==> config.mk <==
export PLATFORM = sky130hd
export DESIGN_NAME = conv_pixel_feeder_flat
export DESIGN_NICKNAME = d
export VERILOG_FILES = /design/src/rtl/conv_pixel_feeder_if.sv /design/src/rtl/conv_pixel_feeder.sv /design/src/flat_wrapper.sv
export SDC_FILE = /design/constraint.sdc
export NUM_CORES = 1
export LEC_CHECK = 0
export ABC_AREA = 1
export ABC_CLOCK_PERIOD_IN_PS = 2250
export CORE_UTILIZATION = 54
export DETAILED_ROUTE_END_ITERATION = 7
export PLACE_DENSITY = 0.77
export SKIP_LAST_GASP = 1
export SLEW_MARGIN = 0
export SYNTH_ARGS = -nofsm -noshare
export SYNTH_HDL_FRONTEND = slang
export SYNTH_SLANG_ARGS = --single-unit
==> constraint.sdc <==
create_clock -name clk -period 2.25 [get_ports clk]
set_input_delay 0.675 -clock clk [delete_from_list [all_inputs] [get_ports clk]]
set_output_delay 0.675 -clock clk [all_outputs]
set_load 0.01 [all_outputs]
==> src/rtl/conv_pixel_feeder_if.sv <==
// Pixel stream bundle between the capture path (master) and the pixel feeder (slave).
// valid/ready: there is no ready; every pix_valid cycle is either accepted or dropped, and read qualifies data_out/x/y.
interface conv_pixel_feeder_if #(
  parameter int DATA_W = 12
);
  logic [DATA_W-1:0] pix_in;
  logic              pix_valid;
  logic              frame_start;
  logic              err_clr;
  logic [DATA_W-1:0] data_out;
  logic              read;
  logic [10:0]       x;
  logic [10:0]       y;
  logic              frame_done;
  logic              err;
  logic              busy;
  logic [1:0]        fsm_state;

  modport master (
    output pix_in, pix_valid, frame_start, err_clr,
    input  data_out, read, x, y, frame_done, err, busy, fsm_state
  );

  modport slave (
    input  pix_in, pix_valid, frame_start, err_clr,
    output data_out, read, x, y, frame_done, err, busy, fsm_state
  );
endinterface

==> src/rtl/conv_pixel_feeder.sv <==
// Tags incoming gray pixels with {read, y, x, data} for the 3x3 convolution and,
// after the last pixel of a frame, issues read=0 bubbles to drain the line buffers.
module conv_pixel_feeder #(
  parameter int IMG_W     = 1280,
  parameter int IMG_H     = 960,
  parameter int DATA_W    = 12,
  parameter int FLUSH_CYC = IMG_W + 3
) (
  input logic                clk,
  input logic                rst_n,
  conv_pixel_feeder_if.slave bus
);
  localparam int FC_W = $clog2(FLUSH_CYC + 1);

  localparam logic [1:0] S_IDLE   = 2'd0;
  localparam logic [1:0] S_ACTIVE = 2'd1;
  localparam logic [1:0] S_FLUSH  = 2'd2;

  localparam logic [10:0]     X_LAST  = 11'(IMG_W - 1);
  localparam logic [10:0]     Y_LAST  = 11'(IMG_H - 1);
  localparam logic [FC_W-1:0] FC_LAST = FC_W'(FLUSH_CYC);

  logic [1:0]        state;
  logic [10:0]       xcnt;
  logic [10:0]       ycnt;
  logic [FC_W-1:0]   fcnt;
  logic [DATA_W-1:0] data_q;
  logic              read_q;
  logic [10:0]       x_q;
  logic [10:0]       y_q;
  logic              done_q;
  logic              err_q;

  logic        accept;
  logic [10:0] cur_x;
  logic [10:0] cur_y;
  logic        last_px;
  logic        err_set;

  // frame_start restarts the raster, so a coincident pixel is always (0,0)
  assign accept  = bus.pix_valid && (bus.frame_start || (state == S_ACTIVE));
  assign cur_x   = bus.frame_start ? 11'd0 : xcnt;
  assign cur_y   = bus.frame_start ? 11'd0 : ycnt;
  assign last_px = (cur_x == X_LAST) && (cur_y == Y_LAST);
  assign err_set = (bus.pix_valid && !accept) || (bus.frame_start && (state == S_ACTIVE));

  always_ff @(posedge clk or negedge rst_n) begin
    if (!rst_n) begin
      state  <= S_IDLE;
      xcnt   <= '0;
      ycnt   <= '0;
      fcnt   <= '0;
      data_q <= '0;
      read_q <= 1'b0;
      x_q    <= '0;
      y_q    <= '0;
      done_q <= 1'b0;
      err_q  <= 1'b0;
    end else begin
      done_q <= 1'b0;
      err_q  <= err_set | (err_q & ~bus.err_clr);
      if (accept) begin
        data_q <= bus.pix_in;
        read_q <= 1'b1;
        x_q    <= cur_x;
        y_q    <= cur_y;
        if (last_px) begin
          state <= S_FLUSH;
          fcnt  <= '0;
          xcnt  <= '0;
          ycnt  <= '0;
        end else begin
          state <= S_ACTIVE;
          if (cur_x == X_LAST) begin
            xcnt <= '0;
            ycnt <= cur_y + 11'd1;
          end else begin
            xcnt <= cur_x + 11'd1;
            ycnt <= cur_y;
          end
        end
      end else begin
        read_q <= 1'b0;
        if (bus.frame_start) begin
          state <= S_ACTIVE;
          xcnt  <= '0;
          ycnt  <= '0;
        end else if (state == S_FLUSH) begin
          // FLUSH_CYC bubble cycles, then one more cycle to raise frame_done
          if (fcnt == FC_LAST) begin
            done_q <= 1'b1;
            state  <= S_IDLE;
          end else begin
            data_q <= '0;
            fcnt   <= fcnt + FC_W'(1);
          end
        end
      end
    end
  end

  assign bus.data_out   = data_q;
  assign bus.read       = read_q;
  assign bus.x          = x_q;
  assign bus.y          = y_q;
  assign bus.frame_done = done_q;
  assign bus.err        = err_q;
  assign bus.busy       = (state != S_IDLE);
  assign bus.fsm_state  = state;
endmodule
==> src/flat_wrapper.sv <==
// flat-port wrapper written by rule: the top's interface ports become plain ports
module conv_pixel_feeder_flat 
#(
  parameter int IMG_W     = 1280,
  parameter int IMG_H     = 960,
  parameter int DATA_W    = 12,
  parameter int FLUSH_CYC = IMG_W + 3
)
  (clk, rst_n, bus_pix_in, bus_pix_valid, bus_frame_start, bus_err_clr, bus_data_out, bus_read, bus_x, bus_y, bus_frame_done, bus_err, bus_busy, bus_fsm_state);
  conv_pixel_feeder_if #(.DATA_W(DATA_W)) bus_i ();
  input logic clk;
  input logic rst_n;
  input wire logic [$bits(bus_i.pix_in)-1:0] bus_pix_in;
  input wire logic [$bits(bus_i.pix_valid)-1:0] bus_pix_valid;
  input wire logic [$bits(bus_i.frame_start)-1:0] bus_frame_start;
  input wire logic [$bits(bus_i.err_clr)-1:0] bus_err_clr;
  output wire logic [$bits(bus_i.data_out)-1:0] bus_data_out;
  output wire logic [$bits(bus_i.read)-1:0] bus_read;
  output wire logic [$bits(bus_i.x)-1:0] bus_x;
  output wire logic [$bits(bus_i.y)-1:0] bus_y;
  output wire logic [$bits(bus_i.frame_done)-1:0] bus_frame_done;
  output wire logic [$bits(bus_i.err)-1:0] bus_err;
  output wire logic [$bits(bus_i.busy)-1:0] bus_busy;
  output wire logic [$bits(bus_i.fsm_state)-1:0] bus_fsm_state;
  assign bus_i.pix_in = bus_pix_in;
  assign bus_i.pix_valid = bus_pix_valid;
  assign bus_i.frame_start = bus_frame_start;
  assign bus_i.err_clr = bus_err_clr;
  assign bus_data_out = bus_i.data_out;
  assign bus_read = bus_i.read;
  assign bus_x = bus_i.x;
  assign bus_y = bus_i.y;
  assign bus_frame_done = bus_i.frame_done;
  assign bus_err = bus_i.err;
  assign bus_busy = bus_i.busy;
  assign bus_fsm_state = bus_i.fsm_state;
  conv_pixel_feeder #(.IMG_W(IMG_W), .IMG_H(IMG_H), .DATA_W(DATA_W), .FLUSH_CYC(FLUSH_CYC)) u_core (.clk(clk), .rst_n(rst_n), .bus(bus_i));
endmodule
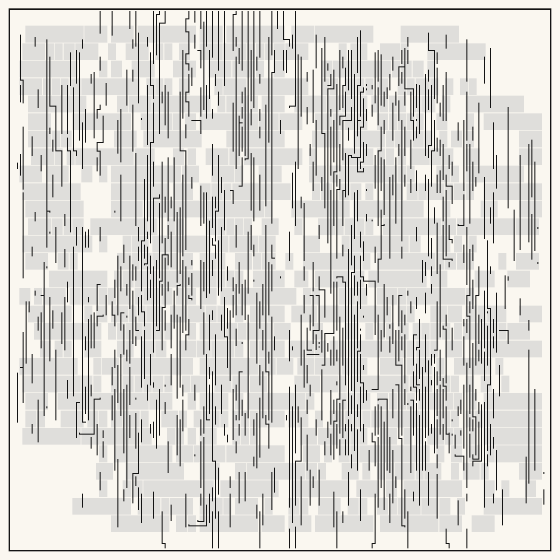
Fig. 1. M2 wires.
main direction: vertical
share of all routed wire: 49%
wire length on this layer: 4340 um
M2 GR Usage: 0.463
total via count in the routed design: 3470
final routed wirelength across all metal layers: 8810 um

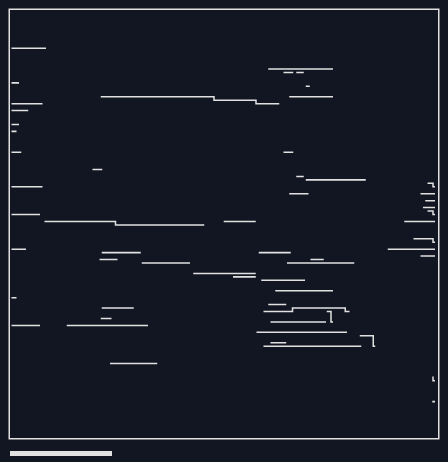
Fig. 2. The metal 3 layer.
Scale bar: 20 um.
wire length on this layer: 376 um
share of all routed wire: 4.3%
main direction: horizontal
longest straight run: 22.1 um
nets with wire on the layer: 47
GR Layer Usage met3: 0.0445

==> summary.rpt <==
RUN METRICS
----------------------------------------------------
[Outcome]
  Run status ........................ finished, violations left
  Failing checks ........................ design-rule violations

[Setup path]
  Cell with the biggest individual delay on the critical path ........................ sky130_fd_sc_hd__clkdlybuf4s50_1
  Critical setup path kind ........................ reg2out
  Termination of the worst setup path ........................ bus_busy
  Highest net fanout along the worst path ........................ 4
  Arrival time at the worst endpoint ........................ 1.45 ns
  Crit path cell chain ........................ inv_1, nand2_1, clkdlybuf4s50_1
  Startpoint of the most critical setup path ........................ u_core.bus.fsm_state[0]$_DFFE_PN0P_

[Pwr]
  Clock Power Share ........................ 0.467
  Clock group power ........................ approximately 1400 uW
  Seq. pwr ........................ ~1300 uW
  Reported combinational group power ........................ 230 uW
  Portion of total power attributed to combinational logic ........................ 0.078

[Final layout]
  Antenna fix cells ........................ 0
  Top cell excl fill/tap ........................ sky130_fd_sc_hd__nand2_1
  Count of multi-input combinational gates ........................ 340
  Filler-free cell count of the finished design ........................ roughly 660
  Buffers outside the clock class ........................ ~110
  Count of nets after finishing ........................ 602
  Multi-input logic portion of the cell area ........................ 0.325
  Multi-input logic area ........................ 0.00160 mm^2

[Floorplanning]
  FP Util ........................ 0.565
  Number of well taps ........................ 77

[Clock network]
  CTS-repair resized insts ........................ 1
  CTS H-Tree Depth ........................ 3

[Synthesis]
  Synth Area in XOR/XNOR ........................ 0.0193
  Ys async rst share ........................ 1.00
  Prevailing post-synth register cell ........................ sky130_fd_sc_hd__dfrtp_1
  Share of cell area taken by muxes after synthesis ........................ 0
  Top cells, area ........................ sky130_fd_sc_hd__dfrtp_1 (50%), sky130_fd_sc_hd__nand2_1 (16%), sky130_fd_sc_hd__nand3_1 (7.0%), sky130_fd_sc_hd__nor2_1 (4.9%), sky130_fd_sc_hd__inv_1 (4.7%)

[Routing]
  First-iteration detailed-routing DRC count ........................ 210
  Met3 layer wire length in the routed design ........................ between 300 and 400 um
  Count of antenna-violating nets left after detailed routing ........................ 0
  DRC violations left ........................ 8

[GRT]
  GRT Resource Usage Total ........................ 0.269
  Global routing met1 resource utilization ........................ 0.344
  Via count of the first global-routing pass ........................ around 3.4k

----------------------------------------------------
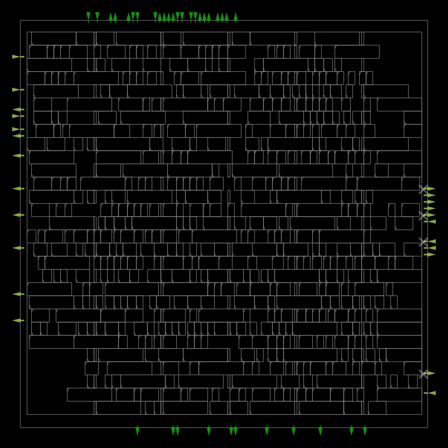
Fig. 3. Placed standard cells.
Flop Count: 72
core region area: 0.00642 mm^2

==> through the flow <==
step / hold slack, ns / cell area [um^2] / TNS [ns] / power (uW) / utilization
6_report: 0.221 / 4940 / 0 / 2940 / 0.769
3_3_place_gp: 0.457 / 4670 / -21.90 / 1590 / 0.727
2_1_floorplan: 0.379 / 3660 / 0 / 1450 / -
4_1_cts: 0.219 / 4930 / 0 / 2960 / 0.768
5_1_grt: 0.233 / 4940 / 0 / 3030 / 0.769
3_5_place_dp: 0.460 / 4670 / -24.13 / 1600 / 0.727
==> critical path: cells and delay by family, from the launching register on <==
| family | cells | cell delay, ns |
|---|---|---|
| AND/OR/NAND/NOR | 1 | 0.08 |
| flip-flops | 1 | 0.39 |
| buffers and inverters | 2 | 0.64 |
No activity file was given, so power comes from the tool's default toggle rates.
